**config.mk**
```make
export PLATFORM = sky130hd
export DESIGN_NAME = spi_ram_ctrl
export DESIGN_NICKNAME = d
export VERILOG_FILES = /design/src/rtl/spi_ram_ctrl.sv
export SDC_FILE = /design/constraint.sdc
export NUM_CORES = 1
export LEC_CHECK = 0
export ABC_AREA = 0
export CAP_MARGIN = 0
export CELL_PAD_IN_SITES_DETAIL_PLACEMENT = 0
export CELL_PAD_IN_SITES_GLOBAL_PLACEMENT = 1
export CORE_MARGIN = 2
export CORE_UTILIZATION = 42
export DETAILED_ROUTE_END_ITERATION = 6
export GPL_TIMING_DRIVEN = 0
export PLACE_DENSITY_LB_ADDON = 0.2
export SLEW_MARGIN = 20
export SYNTH_ARGS = -nofsm -noshare
export SYNTH_HDL_FRONTEND = slang
export SYNTH_SLANG_ARGS = --single-unit
```
**constraint.sdc**
```tcl
create_clock -name clk -period 3 [get_ports clk]
set_clock_uncertainty 0.15 [all_clocks]
set_input_delay 0.3 -clock clk [delete_from_list [all_inputs] [get_ports clk]]
set_output_delay 0.3 -clock clk [all_outputs]
set_load 0.005 [all_outputs]
```
**src/rtl/spi_ram_ctrl.sv**
```systemverilog
// Command sequencer between the SPI slave's parallel side and a single-port synchronous RAM.
// Define SPI_RAM_AUTO_INC_EN to post-increment wr_addr/rd_addr after each write/read.
module spi_ram_ctrl #(
    parameter int ADDR_SIZE = 8,
    parameter int MEM_DEPTH = 256
) (
    input  logic                 clk,
    input  logic                 rst_n,
    input  logic                 rx_valid,
    input  logic [9:0]           rx_data,
    input  logic [7:0]           mem_rdata,
    input  logic                 err_clr,
    output logic                 mem_we,
    output logic                 mem_re,
    output logic [ADDR_SIZE-1:0] mem_addr,
    output logic [7:0]           mem_wdata,
    output logic                 tx_valid,
    output logic [7:0]           tx_data,
    output logic                 busy,
    output logic                 err
);

    typedef enum logic [1:0] {
        IDLE     = 2'd0,
        RD_ISSUE = 2'd1,
        RD_WAIT  = 2'd2,
        TX       = 2'd3
    } state_t;

    localparam logic [1:0] CMD_WR_ADDR = 2'b00;
    localparam logic [1:0] CMD_WR_DATA = 2'b01;
    localparam logic [1:0] CMD_RD_ADDR = 2'b10;
    localparam logic [1:0] CMD_RD_DATA = 2'b11;

    if ((ADDR_SIZE < 1) || (ADDR_SIZE > 8) || (MEM_DEPTH != (1 << ADDR_SIZE))) begin : g_param_check
        $error("spi_ram_ctrl: ADDR_SIZE must be 1..8 and MEM_DEPTH must equal 2**ADDR_SIZE");
    end

    state_t               state, state_d;
    logic [ADDR_SIZE-1:0] wr_addr, wr_addr_d;
    logic [ADDR_SIZE-1:0] rd_addr, rd_addr_d;
    logic                 wr_vld, wr_vld_d;
    logic                 rd_vld, rd_vld_d;
    logic                 mem_we_d, mem_re_d;
    logic [ADDR_SIZE-1:0] mem_addr_d;
    logic [7:0]           mem_wdata_d;
    logic                 tx_valid_d;
    logic [7:0]           tx_data_d;
    logic                 busy_d;
    logic                 err_d;

    always_ff @(posedge clk or negedge rst_n) begin
        if (!rst_n) begin
            state <= IDLE;
        end else begin
            state <= state_d;
        end
    end

    // Every output is a register loaded from its *_d value, so strobes appear the cycle after the deciding edge.
    always_ff @(posedge clk or negedge rst_n) begin
        if (!rst_n) begin
            wr_addr   <= '0;
            rd_addr   <= '0;
            wr_vld    <= 1'b0;
            rd_vld    <= 1'b0;
            mem_we    <= 1'b0;
            mem_re    <= 1'b0;
            mem_addr  <= '0;
            mem_wdata <= '0;
            tx_valid  <= 1'b0;
            tx_data   <= '0;
            busy      <= 1'b0;
            err       <= 1'b0;
        end else begin
            wr_addr   <= wr_addr_d;
            rd_addr   <= rd_addr_d;
            wr_vld    <= wr_vld_d;
            rd_vld    <= rd_vld_d;
            mem_we    <= mem_we_d;
            mem_re    <= mem_re_d;
            mem_addr  <= mem_addr_d;
            mem_wdata <= mem_wdata_d;
            tx_valid  <= tx_valid_d;
            tx_data   <= tx_data_d;
            busy      <= busy_d;
            err       <= err_d;
        end
    end

    always_comb begin
        state_d     = state;
        wr_addr_d   = wr_addr;
        rd_addr_d   = rd_addr;
        wr_vld_d    = wr_vld;
        rd_vld_d    = rd_vld;
        mem_we_d    = 1'b0;
        mem_re_d    = 1'b0;
        mem_addr_d  = mem_addr;
        mem_wdata_d = mem_wdata;
        tx_valid_d  = 1'b0;
        tx_data_d   = tx_data;
        // Clear first so that any drop below overrides a simultaneous err_clr.
        err_d       = err & ~err_clr;

        unique case (state)
            IDLE: begin
                if (rx_valid) begin
                    unique case (rx_data[9:8])
                        CMD_WR_ADDR: begin
                            wr_addr_d = rx_data[ADDR_SIZE-1:0];
                            wr_vld_d  = 1'b1;
                        end
                        CMD_WR_DATA: begin
                            if (wr_vld) begin
                                mem_we_d    = 1'b1;
                                mem_addr_d  = wr_addr;
                                mem_wdata_d = rx_data[7:0];
`ifdef SPI_RAM_AUTO_INC_EN
                                wr_addr_d   = wr_addr + ADDR_SIZE'(1);
`endif
                            end else begin
                                err_d = 1'b1;
                            end
                        end
                        CMD_RD_ADDR: begin
                            rd_addr_d = rx_data[ADDR_SIZE-1:0];
                            rd_vld_d  = 1'b1;
                        end
                        CMD_RD_DATA: begin
                            if (rd_vld) begin
                                state_d    = RD_ISSUE;
                                mem_re_d   = 1'b1;
                                mem_addr_d = rd_addr;
                            end else begin
                                err_d = 1'b1;
                            end
                        end
                        default: ;
                    endcase
                end
            end
            RD_ISSUE: begin
                state_d = RD_WAIT;
            end
            RD_WAIT: begin
                tx_data_d  = mem_rdata;
                tx_valid_d = 1'b1;
                state_d    = TX;
            end
            TX: begin
`ifdef SPI_RAM_AUTO_INC_EN
                rd_addr_d = rd_addr + ADDR_SIZE'(1);
`endif
                state_d   = IDLE;
            end
            default: state_d = IDLE;
        endcase

        if ((state != IDLE) && rx_valid) begin
            err_d = 1'b1;
        end

        busy_d = (state_d != IDLE);
    end

endmodule

```
**Run 1: metal 3**

(6 px per µm)
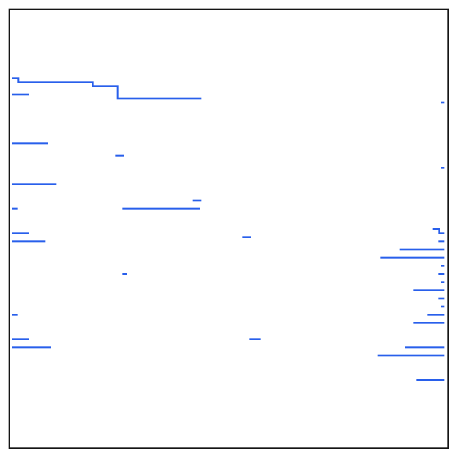
longest straight run	13.8 µm
wire length on this layer	143 µm

**Run 1: drive-strength map**

(4 px per µm)
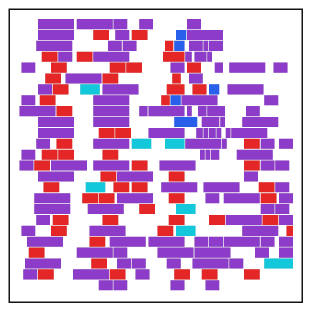
colour	size	cells
cyan	_6 and larger	7
purple	_0 and _1 cells	119
blue	_3 and _4 cells	5
red	_2 cells	56
buffers outside the clock class: 55
setup ws final: 1.00 ns
final std cell area, no fill: 2670 µm²
Area Growth Syn to Fin: 33.8%

**Run 1: track usage over the die**

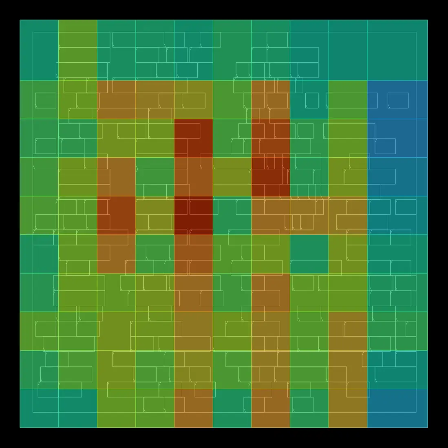
detailed-route wire length per cell: 15.5 µm
global-route met3 utilization: 0.0387
GR Util met2: 0.286
routing layer with the top usage in global route: met2

==> summary.txt, run 1 <==
run status -> finished, final reports clean
Max H-tree Level -> 2
Detailed Routing Iterations Pass 1 -> 4
proportion of final cell area spent on non-clock buffers -> 0.203
post-layout total power -> 0.00251 W
Synth top cell by count -> sky130_fd_sc_hd__dfrtp_1
sequential portion of the cell area -> 0.460
Total GRT Usage -> 0.158
distinct lib cells -> 25
proportion of power drawn by the clock network -> 0.152
hold wc startpoint -> rx_data[9]
Pwr top -> registers
number of buffers on the longest clock path -> 2
Crit Path Category -> reg -> reg
Signal inverters -> 5
M1 WL -> 1500 µm
Worst Tran Pin Value -> 0.512 ns
OpenROAD warning count -> 27
worst min-delay path endpoint -> mem_we$_DFF_PN0_
routability-driven placement congestion ratio -> 0.715
netlist area before placement -> 1990 µm²
Clock Sink Count -> 49
power attributed to combinational cells -> 0.00100 W
slowest cell on the critical path -> sky130_fd_sc_hd__dfrtp_1
dominant cell type by area after synthesis -> sky130_fd_sc_hd__dfrtp_1
Fmax achieved -> 501 MHz
FF+latch count, synth -> 49
highest-count cells in the layout ignoring fill and taps -> 49 x sky130_fd_sc_hd__dfrtp_1, 48 x sky130_fd_sc_hd__mux2_2, 48 x sky130_fd_sc_hd__clkdlybuf4s50_1, 6 x sky130_fd_sc_hd__clkbuf_8, 5 x sky130_fd_sc_hd__inv_1
total detailed-routing wirelength -> 3740 µm
Die ar. -> 5310 µm²
worst setup slack before clock tree synthesis -> 0.789 ns
antenna viol nets, final -> 0
Clock buf/inv share -> 0.0338
CTS tree -> yes
Lkg Pwr -> 1.14 nW
launching point of the worst reg2reg path -> state[1]$_DFF_PN0_
starting utilization of the core area -> 0.428
wire length on met2 -> 2040 µm
required time of the critical path -> 3.02 ns
post-synthesis simple-gate area fraction -> 0.0603
Multi-input comb cells -> 71
Hold Path Stages -> 3
fraction of the yosys area taken by sequential cells -> 0.615
post-CTS clock slew at the launch and capture registers of the worst setup and hold paths -> 0.08 ns
cts bufs inserted -> 5
internal reg-to-reg setup slack -> 1.00 ns
area of the core region -> 4660 µm²
capturing element of the worst setup path -> wr_addr[6]$_DFFE_PN0P_
total of clock buffers placed in the layout -> 6
pins over their slew limit -> 0
total setup violations reported at the end of the flow -> 0
flip-flops with a built-in enable -> 0
Util after Layout -> 0.572
final sequential cell count -> 49
met1 capacity usage during global routing -> 0.180
Complex Gates by Area -> 0.0132
net switching fraction of the power -> 0.269
power per cell area -> 940 nW/µm²
synthesized area divided by synthesized cell count -> 15.5 µm²
Top cell area share -> 0.615
commonest cells in the netlist -> 49 x sky130_fd_sc_hd__dfrtp_1, 48 x sky130_fd_sc_hd__mux2_2, 5 x sky130_fd_sc_hd__inv_1
==> inputs of run 2 (changes only) <==
Settings changed: CORE_UTILIZATION 42 to 39.
Clock period 3 ns to 1.9 ns, I/O delays scaled along.
**Run 2: track usage over the die**

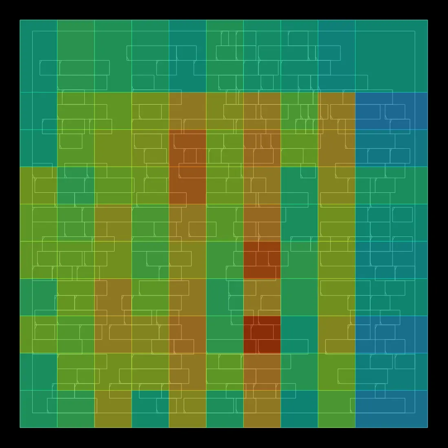
global-route met3 utilization: 0.0450
Total GRT Usage: 0.142
met1 capacity usage during global routing: 0.168

**Run 2: metal 3**

(6 px per µm)
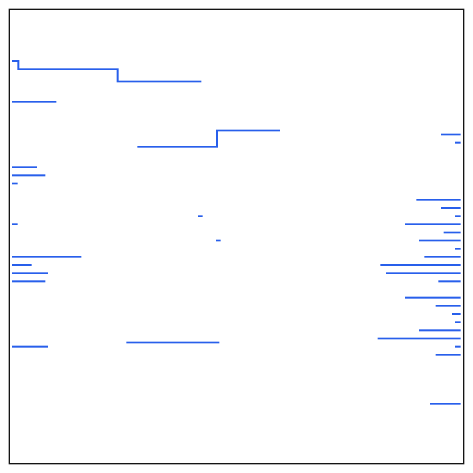
longest straight run	16.6 µm
nets with wire on the layer	34
wire length on this layer	238 µm
share of all routed wire	6.4%
main direction	horizontal
total detailed-routing wirelength: 3700 µm
total number of vias: 1,243

==> summary.txt, run 2 <==
power per cell area -> 1450 nW/µm²
routing layer with the top usage in global route -> met2
pins over their slew limit -> 0
GR Util met2 -> 0.240
highest-count cells in the layout ignoring fill and taps -> 49 x sky130_fd_sc_hd__dfrtp_1, 48 x sky130_fd_sc_hd__mux2_2, 48 x sky130_fd_sc_hd__clkdlybuf4s50_1, 5 x sky130_fd_sc_hd__clkbuf_8, 4 x sky130_fd_sc_hd__buf_4
proportion of power drawn by the clock network -> 0.145
worst setup slack before clock tree synthesis -> -0.217 ns
M1 WL -> 1560 µm
proportion of final cell area spent on non-clock buffers -> 0.221
distinct lib cells -> 25
setup ws final -> 0.0946 ns
commonest cells in the netlist -> 49 x sky130_fd_sc_hd__dfrtp_1, 48 x sky130_fd_sc_hd__mux2_2, 5 x sky130_fd_sc_hd__inv_1
OpenROAD warning count -> 27
Crit Path Category -> reg -> reg
Area Growth Syn to Fin -> 39.2%
buffers outside the clock class -> 59
run status -> finished, final reports clean
wire length on met2 -> 1860 µm
net switching fraction of the power -> 0.271
flip-flops with a built-in enable -> 0
FF+latch count, synth -> 49
fraction of the yosys area taken by sequential cells -> 0.615
Complex Gates by Area -> 0.0132
final sequential cell count -> 49
launching point of the worst reg2reg path -> state[1]$_DFF_PN0_
post-CTS clock slew at the launch and capture registers of the worst setup and hold paths -> 0.08 ns
Detailed Routing Iterations Pass 1 -> 4
dominant cell type by area after synthesis -> sky130_fd_sc_hd__dfrtp_1
sequential portion of the cell area -> 0.442
total setup violations reported at the end of the flow -> 0
Hold Path Stages -> 3
Fmax achieved -> 554 MHz
CTS tree -> yes
Top cell area share -> 0.615
Signal inverters -> 5
==> inputs of run 3 (changes only) <==
Settings changed: CAP_MARGIN 0 to 5.
**Run 3: drive-strength map**

(4 px per µm)
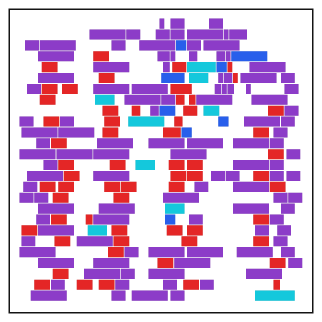
colour	size	cells
blue	_3 and _4 cells	8
cyan	_6 and larger	9
purple	_0 and _1 cells	115
red	_2 cells	60

**Run 3: gate-type map**

(4 px per µm)
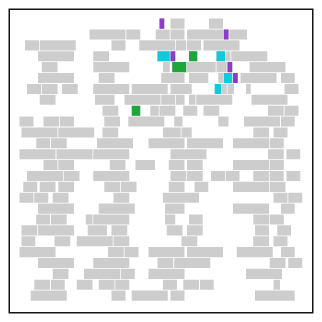
colour	family	cells
purple	inv cells	5
cyan	aoi and oai cells	4
green	and/or cells	3

==> summary.txt, run 3 <==
run status -> finished, final reports clean
post-layout total power -> 0.00403 W
Top cell area share -> 0.615
buffering stage count on the worst path with inverters included -> 3
number of buffers on the longest clock path -> 2
Hold Path Stages -> 3
total setup violations reported at the end of the flow -> 0
slowest cell on the critical path -> sky130_fd_sc_hd__dfrtp_1
buffers outside the clock class -> 59
post-CTS clock slew at the launch and capture registers of the worst setup and hold paths -> 0.08 ns
total number of vias -> 1,243
Lkg Pwr -> 1.18 nW
OpenROAD warning count -> 27
pins over their slew limit -> 0
Crit Path Category -> reg -> reg
M1 WL -> 1560 µm
Clock Sink Count -> 49
Synth top cell by count -> sky130_fd_sc_hd__dfrtp_1
power attributed to combinational cells -> 0.00168 W
hold wc startpoint -> rx_data[9]
CTS tree -> yes
Power Clock -> 0.000584 W
antenna viol nets, final -> 0
Fmax achieved -> 554 MHz
Area Growth Syn to Fin -> 39.2%
sequential portion of the cell area -> 0.442
Die ar. -> 5700 µm²
drt initial violations -> 41
highest-count cells in the layout ignoring fill and taps -> 49 x sky130_fd_sc_hd__dfrtp_1, 48 x sky130_fd_sc_hd__mux2_2, 48 x sky130_fd_sc_hd__clkdlybuf4s50_1, 5 x sky130_fd_sc_hd__clkbuf_8, 4 x sky130_fd_sc_hd__buf_4
synthesized area divided by synthesized cell count -> 15.5 µm²
final sequential cell count -> 49
wire length on met2 -> 1860 µm
post-synthesis simple-gate area fraction -> 0.0603
global-route met3 utilization -> 0.0450
proportion of final cell area spent on non-clock buffers -> 0.221
net switching fraction of the power -> 0.271
proportion of power drawn by the clock network -> 0.145
distinct lib cells -> 25
Max H-tree Level -> 2
power per cell area -> 1450 nW/µm²
Worst Tran Pin Value -> 0.589 ns
final std cell area, no fill -> 2770 µm²
area of the core region -> 5010 µm²
terminus of the critical flop-to-flop path -> wr_addr[2]$_DFFE_PN0P_
Signal inverters -> 5
Clock buf/inv share -> 0.0311
required time of the critical path -> 1.94 ns
flip-flops with a built-in enable -> 0
fraction of the yosys area taken by sequential cells -> 0.615
detailed-route wire length per cell -> 14.1 µm
cts bufs inserted -> 5
GR Util met2 -> 0.240
worst min-delay path endpoint -> mem_we$_DFF_PN0_
commonest cells in the netlist -> 49 x sky130_fd_sc_hd__dfrtp_1, 48 x sky130_fd_sc_hd__mux2_2, 5 x sky130_fd_sc_hd__inv_1
internal reg-to-reg setup slack -> 0.09 ns
capturing element of the worst setup path -> wr_addr[2]$_DFFE_PN0P_
routability-driven placement congestion ratio -> 0.699
DRC violations left -> 0
starting utilization of the core area -> 0.398
total detailed-routing wirelength -> 3700 µm
Total GRT Usage -> 0.142
setup ws final -> 0.0946 ns
min-delay worst type -> in -> reg
netlist area before placement -> 1990 µm²
Complex Gates by Area -> 0.0132
dominant cell type by area after synthesis -> sky130_fd_sc_hd__dfrtp_1
launching point of the worst reg2reg path -> state[1]$_DFF_PN0_
total of clock buffers placed in the layout -> 5
Detailed Routing Iterations Pass 1 -> 4
Util after Layout -> 0.554
worst setup slack before clock tree synthesis -> -0.217 ns
Multi-input comb cells -> 71
Pwr top -> registers
routing layer with the top usage in global route -> met2
predominant post-synthesis flop cell -> sky130_fd_sc_hd__dfrtp_1
met1 capacity usage during global routing -> 0.168
FF+latch count, synth -> 49
critical path data arrival time -> 1.84 ns

==> notes/layouts.md <==
Pictures saved along the way, in no particular order.

Placed cells, one colour a class.
(4 px per µm) Fill, decap, tap and diode cells in grey.
panel A
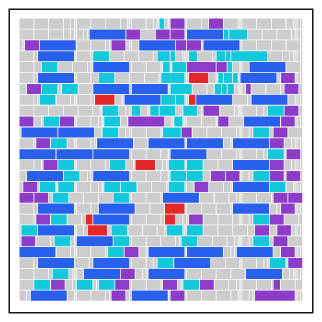
panel B
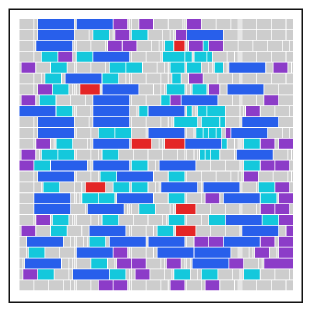
| picture | from |
|---|---|
| panel B | run 1 |
| panel A | run 2 |

Key to panel B:
colour	class	cells
purple	remaining buffers and delay cells	55
red	clock drivers and dummy loads	7
cyan	combinational and other logic	76
blue	sequential cells	49

Power figures rest on the tool's default switching activity, not on a simulated workload.
